## src/rtl/writeback_regfile_pkg.sv

```systemverilog
// -----------------------------------------------------------------------------
// writeback_regfile_pkg
//   Shared constants and types for the writeback stage and its register file.
//   - DATA_W    : architectural register / data width
//   - reg_idx_t : 5-bit register index
//   - REG_ZERO / REG_SP / REG_RA : well-known MIPS register indices
// -----------------------------------------------------------------------------
package writeback_regfile_pkg;

    localparam int DATA_W    = 32;
    localparam int REG_IDX_W = 5;

    typedef logic [REG_IDX_W-1:0] reg_idx_t;

    localparam reg_idx_t REG_ZERO = 5'd0;
    localparam reg_idx_t REG_SP   = 5'd29;
    localparam reg_idx_t REG_RA   = 5'd31;

endpackage

```

## src/rtl/writeback_regfile_core.sv

```systemverilog
// -----------------------------------------------------------------------------
// regfile_core
//   32-entry architectural register file: one synchronous write port and
//   NREAD combinational read ports with hard-wired zero and same-cycle
//   write-to-read bypass.
//
//   Ports:
//     Clk        in   clock, writes on posedge
//     Reset      in   asynchronous active-high; clears all entries, $sp <= SP_RESET
//     WriteEn    in   write request (register 0 is filtered here)
//     WriteAddr  in   [4:0] destination index
//     WriteData  in   [DATA_W-1:0] data to write
//     ReadAddr   in   [NREAD*5-1:0] packed read indices, port p at [p*5 +: 5]
//     ReadData   out  [NREAD*DATA_W-1:0] packed read data, port p at [p*DATA_W +: DATA_W]
// -----------------------------------------------------------------------------
module regfile_core #(
    parameter int                DATA_W   = 32,
    parameter logic [DATA_W-1:0] SP_RESET = '0,
    parameter int                NREAD    = 2
) (
    input  logic                    Clk,
    input  logic                    Reset,
    input  logic                    WriteEn,
    input  logic [4:0]              WriteAddr,
    input  logic [DATA_W-1:0]       WriteData,
    input  logic [NREAD*5-1:0]      ReadAddr,
    output logic [NREAD*DATA_W-1:0] ReadData
);
    import writeback_regfile_pkg::*;

    logic [DATA_W-1:0] regs [32];
    logic              wrEff;

    // A write held off by Reset must not be visible through the bypass either,
    // otherwise a read during reset would show data that is never committed.
    assign wrEff = WriteEn && !Reset && (WriteAddr != REG_ZERO);

    always_ff @(posedge Clk or posedge Reset) begin
        if (Reset) begin
            for (int i = 0; i < 32; i++) begin
                regs[i] <= (reg_idx_t'(i) == REG_SP) ? SP_RESET : '0;
            end
        end else if (wrEff) begin
            regs[WriteAddr] <= WriteData;
        end
    end

    for (genvar p = 0; p < NREAD; p++) begin : g_read
        logic [4:0] addr;
        assign addr = ReadAddr[p*5 +: 5];
        assign ReadData[p*DATA_W +: DATA_W] =
            (addr == REG_ZERO)                ? '0        :
            (wrEff && (addr == WriteAddr))    ? WriteData :
                                                regs[addr];
    end

endmodule

```

## src/rtl/writeback_regfile.sv

```systemverilog
// -----------------------------------------------------------------------------
// writeback_regfile
//   Writeback stage of the 5-stage MIPS pipeline plus the architectural
//   register file. Selects the writeback result from the MEM/WB outputs,
//   commits it, serves the decode read ports (with bypass), holds the display
//   latch and counts committed register writes.
//
//   Optional build macro: WB_DEBUG_PORT_EN adds DbgRegAddr/DbgRegData, a third
//   read port for the board register viewer.
//
//   Ports:
//     Clk, Reset                      clock, async active-high reset
//     RegWriteW, MemtoRegW, jalW      MEM/WB control
//     DisplayW                        capture ResultW into DisplayOut
//     WriteRegW                       destination index
//     MemReadDataW, ALUResultW,
//     PCPlus4W                        writeback data candidates
//     ReadReg1D, ReadReg2D            decode read indices
//     ReadData1D, ReadData2D          decode read data (combinational)
//     ResultW                         selected writeback value (combinational)
//     DisplayOut                      registered display value
//     WriteCount                      committed register-write counter
//     DbgRegAddr, DbgRegData          debug read port (WB_DEBUG_PORT_EN only)
// -----------------------------------------------------------------------------
module writeback_regfile #(
    parameter int                DATA_W   = writeback_regfile_pkg::DATA_W,
    parameter logic [DATA_W-1:0] SP_RESET = '0,
    parameter int                RA_REG   = int'(writeback_regfile_pkg::REG_RA)
) (
    input  logic              Clk,
    input  logic              Reset,
    input  logic              RegWriteW,
    input  logic              MemtoRegW,
    input  logic              jalW,
    input  logic              DisplayW,
    input  logic [4:0]        WriteRegW,
    input  logic [DATA_W-1:0] MemReadDataW,
    input  logic [DATA_W-1:0] ALUResultW,
    input  logic [DATA_W-1:0] PCPlus4W,
    input  logic [4:0]        ReadReg1D,
    input  logic [4:0]        ReadReg2D,
`ifdef WB_DEBUG_PORT_EN
    input  logic [4:0]        DbgRegAddr,
    output logic [DATA_W-1:0] DbgRegData,
`endif
    output logic [DATA_W-1:0] ReadData1D,
    output logic [DATA_W-1:0] ReadData2D,
    output logic [DATA_W-1:0] ResultW,
    output logic [DATA_W-1:0] DisplayOut,
    output logic [31:0]       WriteCount
);
    import writeback_regfile_pkg::*;

`ifdef WB_DEBUG_PORT_EN
    localparam int NREAD = 3;
`else
    localparam int NREAD = 2;
`endif

    reg_idx_t                destW;
    logic                    weW;
    logic [DATA_W-1:0]       displayQ;
    logic [31:0]             writeCountQ;
    logic [NREAD*5-1:0]      rdAddr;
    logic [NREAD*DATA_W-1:0] rdData;

    // Priority select; the ternary chain keeps unselected inputs (possibly X)
    // off ResultW.
    assign ResultW = jalW      ? PCPlus4W     :
                     MemtoRegW ? MemReadDataW :
                                 ALUResultW;

    assign destW = jalW ? reg_idx_t'(RA_REG) : WriteRegW;

    // jal commits its return address regardless of RegWriteW.
    assign weW = (RegWriteW || jalW) && (destW != REG_ZERO);

`ifdef WB_DEBUG_PORT_EN
    assign rdAddr     = {DbgRegAddr, ReadReg2D, ReadReg1D};
    assign DbgRegData = rdData[2*DATA_W +: DATA_W];
`else
    assign rdAddr     = {ReadReg2D, ReadReg1D};
`endif

    assign ReadData1D = rdData[0      +: DATA_W];
    assign ReadData2D = rdData[DATA_W +: DATA_W];

    regfile_core #(
        .DATA_W   (DATA_W),
        .SP_RESET (SP_RESET),
        .NREAD    (NREAD)
    ) u_core (
        .Clk       (Clk),
        .Reset     (Reset),
        .WriteEn   (weW),
        .WriteAddr (destW),
        .WriteData (ResultW),
        .ReadAddr  (rdAddr),
        .ReadData  (rdData)
    );

    // Display latch captures even writes aimed at register 0.
    always_ff @(posedge Clk or posedge Reset) begin
        if (Reset) begin
            displayQ <= '0;
        end else if (DisplayW) begin
            displayQ <= ResultW;
        end
    end

    // Free-running 32-bit counter; natural wrap at 2^32.
    always_ff @(posedge Clk or posedge Reset) begin
        if (Reset) begin
            writeCountQ <= '0;
        end else if (weW) begin
            writeCountQ <= writeCountQ + 32'd1;
        end
    end

    assign DisplayOut = displayQ;
    assign WriteCount = writeCountQ;

endmodule

```

## config.mk

```make
export PLATFORM = sky130hd
export DESIGN_NAME = writeback_regfile
export DESIGN_NICKNAME = d
export VERILOG_FILES = /design/src/rtl/writeback_regfile_pkg.sv /design/src/rtl/writeback_regfile_core.sv /design/src/rtl/writeback_regfile.sv
export SDC_FILE = /design/constraint.sdc
export NUM_CORES = 2
export LEC_CHECK = 0
export ABC_AREA = 0
export CORE_ASPECT_RATIO = 0.5
export CORE_MARGIN = 8
export CORE_UTILIZATION = 60
export CTS_CLUSTER_DIAMETER = 40
export CTS_CLUSTER_SIZE = 14
export DETAILED_ROUTE_END_ITERATION = 7
export PLACE_DENSITY = 0.79
export RECOVER_POWER = 25
export SLEW_MARGIN = 20
export SYNTH_ARGS = -nofsm -noshare
export SYNTH_HDL_FRONTEND = slang
export SYNTH_HIERARCHICAL = 1
export SYNTH_SLANG_ARGS = --single-unit
```

## constraint.sdc

```tcl
create_clock -name Clk -period 77.6 [get_ports Clk]
set_input_delay 15.52 -clock Clk [delete_from_list [all_inputs] [get_ports Clk]]
set_output_delay 15.52 -clock Clk [all_outputs]
set_load 0.005 [all_outputs]
```

met4.png
(1.5 px per um) Supply wires on this layer in grey.
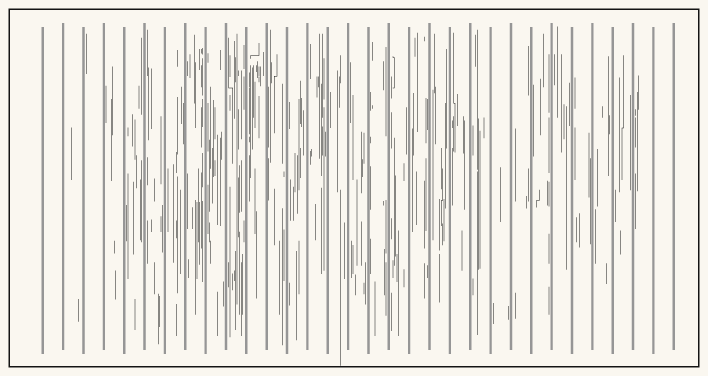
The layer carries 9,820 um of wire. The wires run mostly vertical.
routed wire length: 190,000 um
routed via count: 41.1k

gate_families.png
(1.5 px per um)
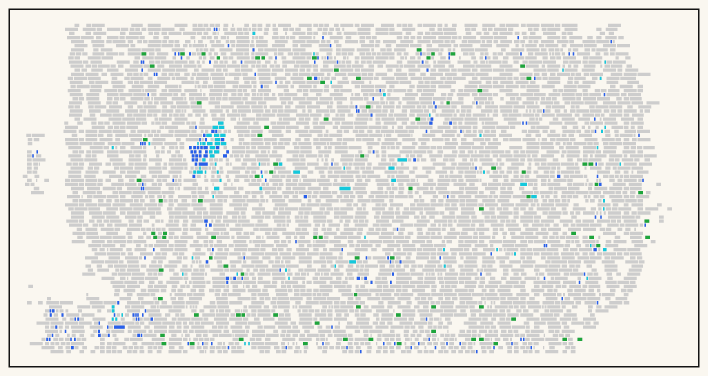
Blue is NAND gates, cells 205, most used nand2_1, where widely spread. Cyan is NOR gates, cells 79, most used nor2_1. Green is AND-OR and OR-AND gates, cells 87, most used a32o_1, where widely spread.
Finished Layout Cells: 5,636
Commonest Layout Cell: dfrtp_1
logic share of the area: 0.450

==> out/metrics.yaml <==
ctsHtreeMaxLevel: 3
synth_cell_types: 64
final_area_um2: 65800
via_per_inst: 7.29
critPathLaunch: "MemtoRegW"
worstSetupStartpointType: "primary input"
ys_chip_area_um2: 58800
hp-class: "register to register"
clock_path_buffers: 3
cts.sinks: 1088
synthesis.area_um2: 58800
cts.clk_slew.worst_paths_ns: 0.07
r2r_end: "WriteCount[28]$_DFFE_PP0P_"
antenna_found_initial: 3
drive_above_1_share: 0.416
cts_resized: 0
outcome: "finished, violations left"
slew_violations: 1260
worstSkewPairLatency_ns: 0.73
whs_path_depth: 0
crit_path_cell_trace: "buf_2 -> clkbuf_1 -> mux2i_1 -> o21ai_0 -> o21ai_0 -> a21oi_1 -> clkdlybuf4s50_1"
violations: "max-capacitance violations, max-slew violations"
post_cts_buffers: 0
drc: 0
routedWlPerCell_um: 33.6
ff2ff_setup_slack_ns: 75.04
p_per_area_nw_per_um2: 23.4
pwr-share-comb: 0.189
cp-endpoint: "ReadData2D[28]"
drt-initial-drc-count: 5085
rr_startpoint: "WriteCount[8]$_DFFE_PP0P_"
hpwl_um: 109000
ys.flop_type: "dfrtp_1"
setup_tns_ns: 0
numPortBuffers: 276
swShare: 0.283
peakVddDrop_v: 0.0000161
worstHoldStart: "u_core/regs[1004]$_DFFE_PP0P_"
maxCapViolations: 28
core_um2: 97400
cts_buffers: 108
die_h_um: 237
power.switching_w: 0.000435
slowest_delay_ns: 2.73
initCoreUtil: 0.604
tritoncts: "yes"
postPlaceCellArea_um2: 62300
synthTopCellsByArea: "dfrtp_1, mux2_2, mux4_2"
ys_ff: 1088
min_period_ns: 37.73
path_max_fanout: 35
cp.arrival_ns: 22.21
fin_worst_skew_ns: 0.00779
required_ns: 62.08
ff2ff_path_depth: 5
finalSetupViolCount: 0
grt_pass1_vias: 42210
cts_root_buffer: "clkbuf_16"
max_freq_ghz: 0.0265
p_clk_frac: 0.352
yosys_warnings: 6
==> kinds of logic (layout without fill, tap and decap cells) <==
family          count (synthesis)  after routing  synth area share
compound gates                458            458            0.0571
xor+xnor                       41             41           0.00611
fa+ha+maj                       1              1          0.000213
buf+inv                       470            589            0.0376
flops                        1088           1088             0.463
mux                          1804           1804             0.408
other cells                     0              1                 0
simple gates                  326            326            0.0283
==> per-layer routing <==
metal	routed length (um)	track usage
met5	27	0
met4	9820	0.149
met3	23200	0.103
met2	84700	0.514
met1	71800	0.461
==> power by group through the flow <==
stage	clock (W)	sequential (W)	combinational (W)
after global placement	0	0.000704	0.000281
after detailed placement	0	0.000713	0.000290
after global routing	0.000569	0.000715	0.000308
after CTS	0.000545	0.000703	0.000292
after floorplan	0	0.000696	0.000207
final	0.000541	0.000707	0.000292
==> per-stage QoR <==
step / setup slack [ns] / power, W / hold slack, ns / std cells / utilization
6_report: 39.87 / 0.00154 / 0.398 / 5636 / 0.675
5_1_grt: 39.26 / 0.00159 / 0.412 / 5635 / 0.675
4_1_cts: 41.81 / 0.00154 / 0.397 / 5632 / 0.677
3_5_place_dp: 41.86 / 0.00100 / 0.383 / 5445 / 0.640
3_3_place_gp: 41.44 / 0.000986 / 0.376 / 5445 / 0.640
2_1_floorplan: 33.26 / 0.000903 / 0.441 / 4188 / -
==> worst min-delay path by stage <==
stage / to / slack [ns]
2_1_floorplan: u_core/regs[1000]$_DFFE_PP0P_ / 0.44
3_3_place_gp: u_core/regs[998]$_DFFE_PP0P_ / 0.38
3_5_place_dp: u_core/regs[1006]$_DFFE_PP0P_ / 0.38
4_1_cts: u_core/regs[1006]$_DFFE_PP0P_ / 0.40
5_1_grt: u_core/regs[1018]$_DFFE_PP0P_ / 0.41
6_report: u_core/regs[1004]$_DFFE_PP0P_ / 0.40
==> sequential cells by signal (all words and copies together), names as in the netlist <==
register / cells
u_core/regs: 1024
DisplayOut: 32
WriteCount: 32
==> critical path, delay by kind of cell <==
family                 cells  cell delay [ns]
buffers and inverters      3             3.03
AOI/OAI and AO/OA          3             3.34
muxes                      1             0.29
==> cell type report <==
class | instances | area [um^2]
Antenna cell | 1 | 2.50
Clock buffer | 131 | 2900
Clock inverter | 56 | 694
Fill cell | 6636 | 31600
Inverter | 7 | 28.8
Multi-Input combinational cell | 2630 | 29600
Sequential cell | 1088 | 27200
Tap cell | 1328 | 1660
Timing Repair Buffer | 395 | 3640
==> cells in the final DEF, fill, tap and decap left out, drive strengths merged, types with 53 or more instances in the layout <==
| cell | count |
|---|---|
| dfrtp | 1088 |
| mux2 | 1072 |
| mux2i | 369 |
| mux4 | 363 |
| clkdlybuf4s50 | 208 |
| clkbuf | 157 |
| nand2 | 146 |
| buf | 106 |
| a21oi | 64 |
| o21ai | 56 |
| dlygate4sd3 | 55 |
| a22oi | 53 |
Power and IR drop assume default switching activity.
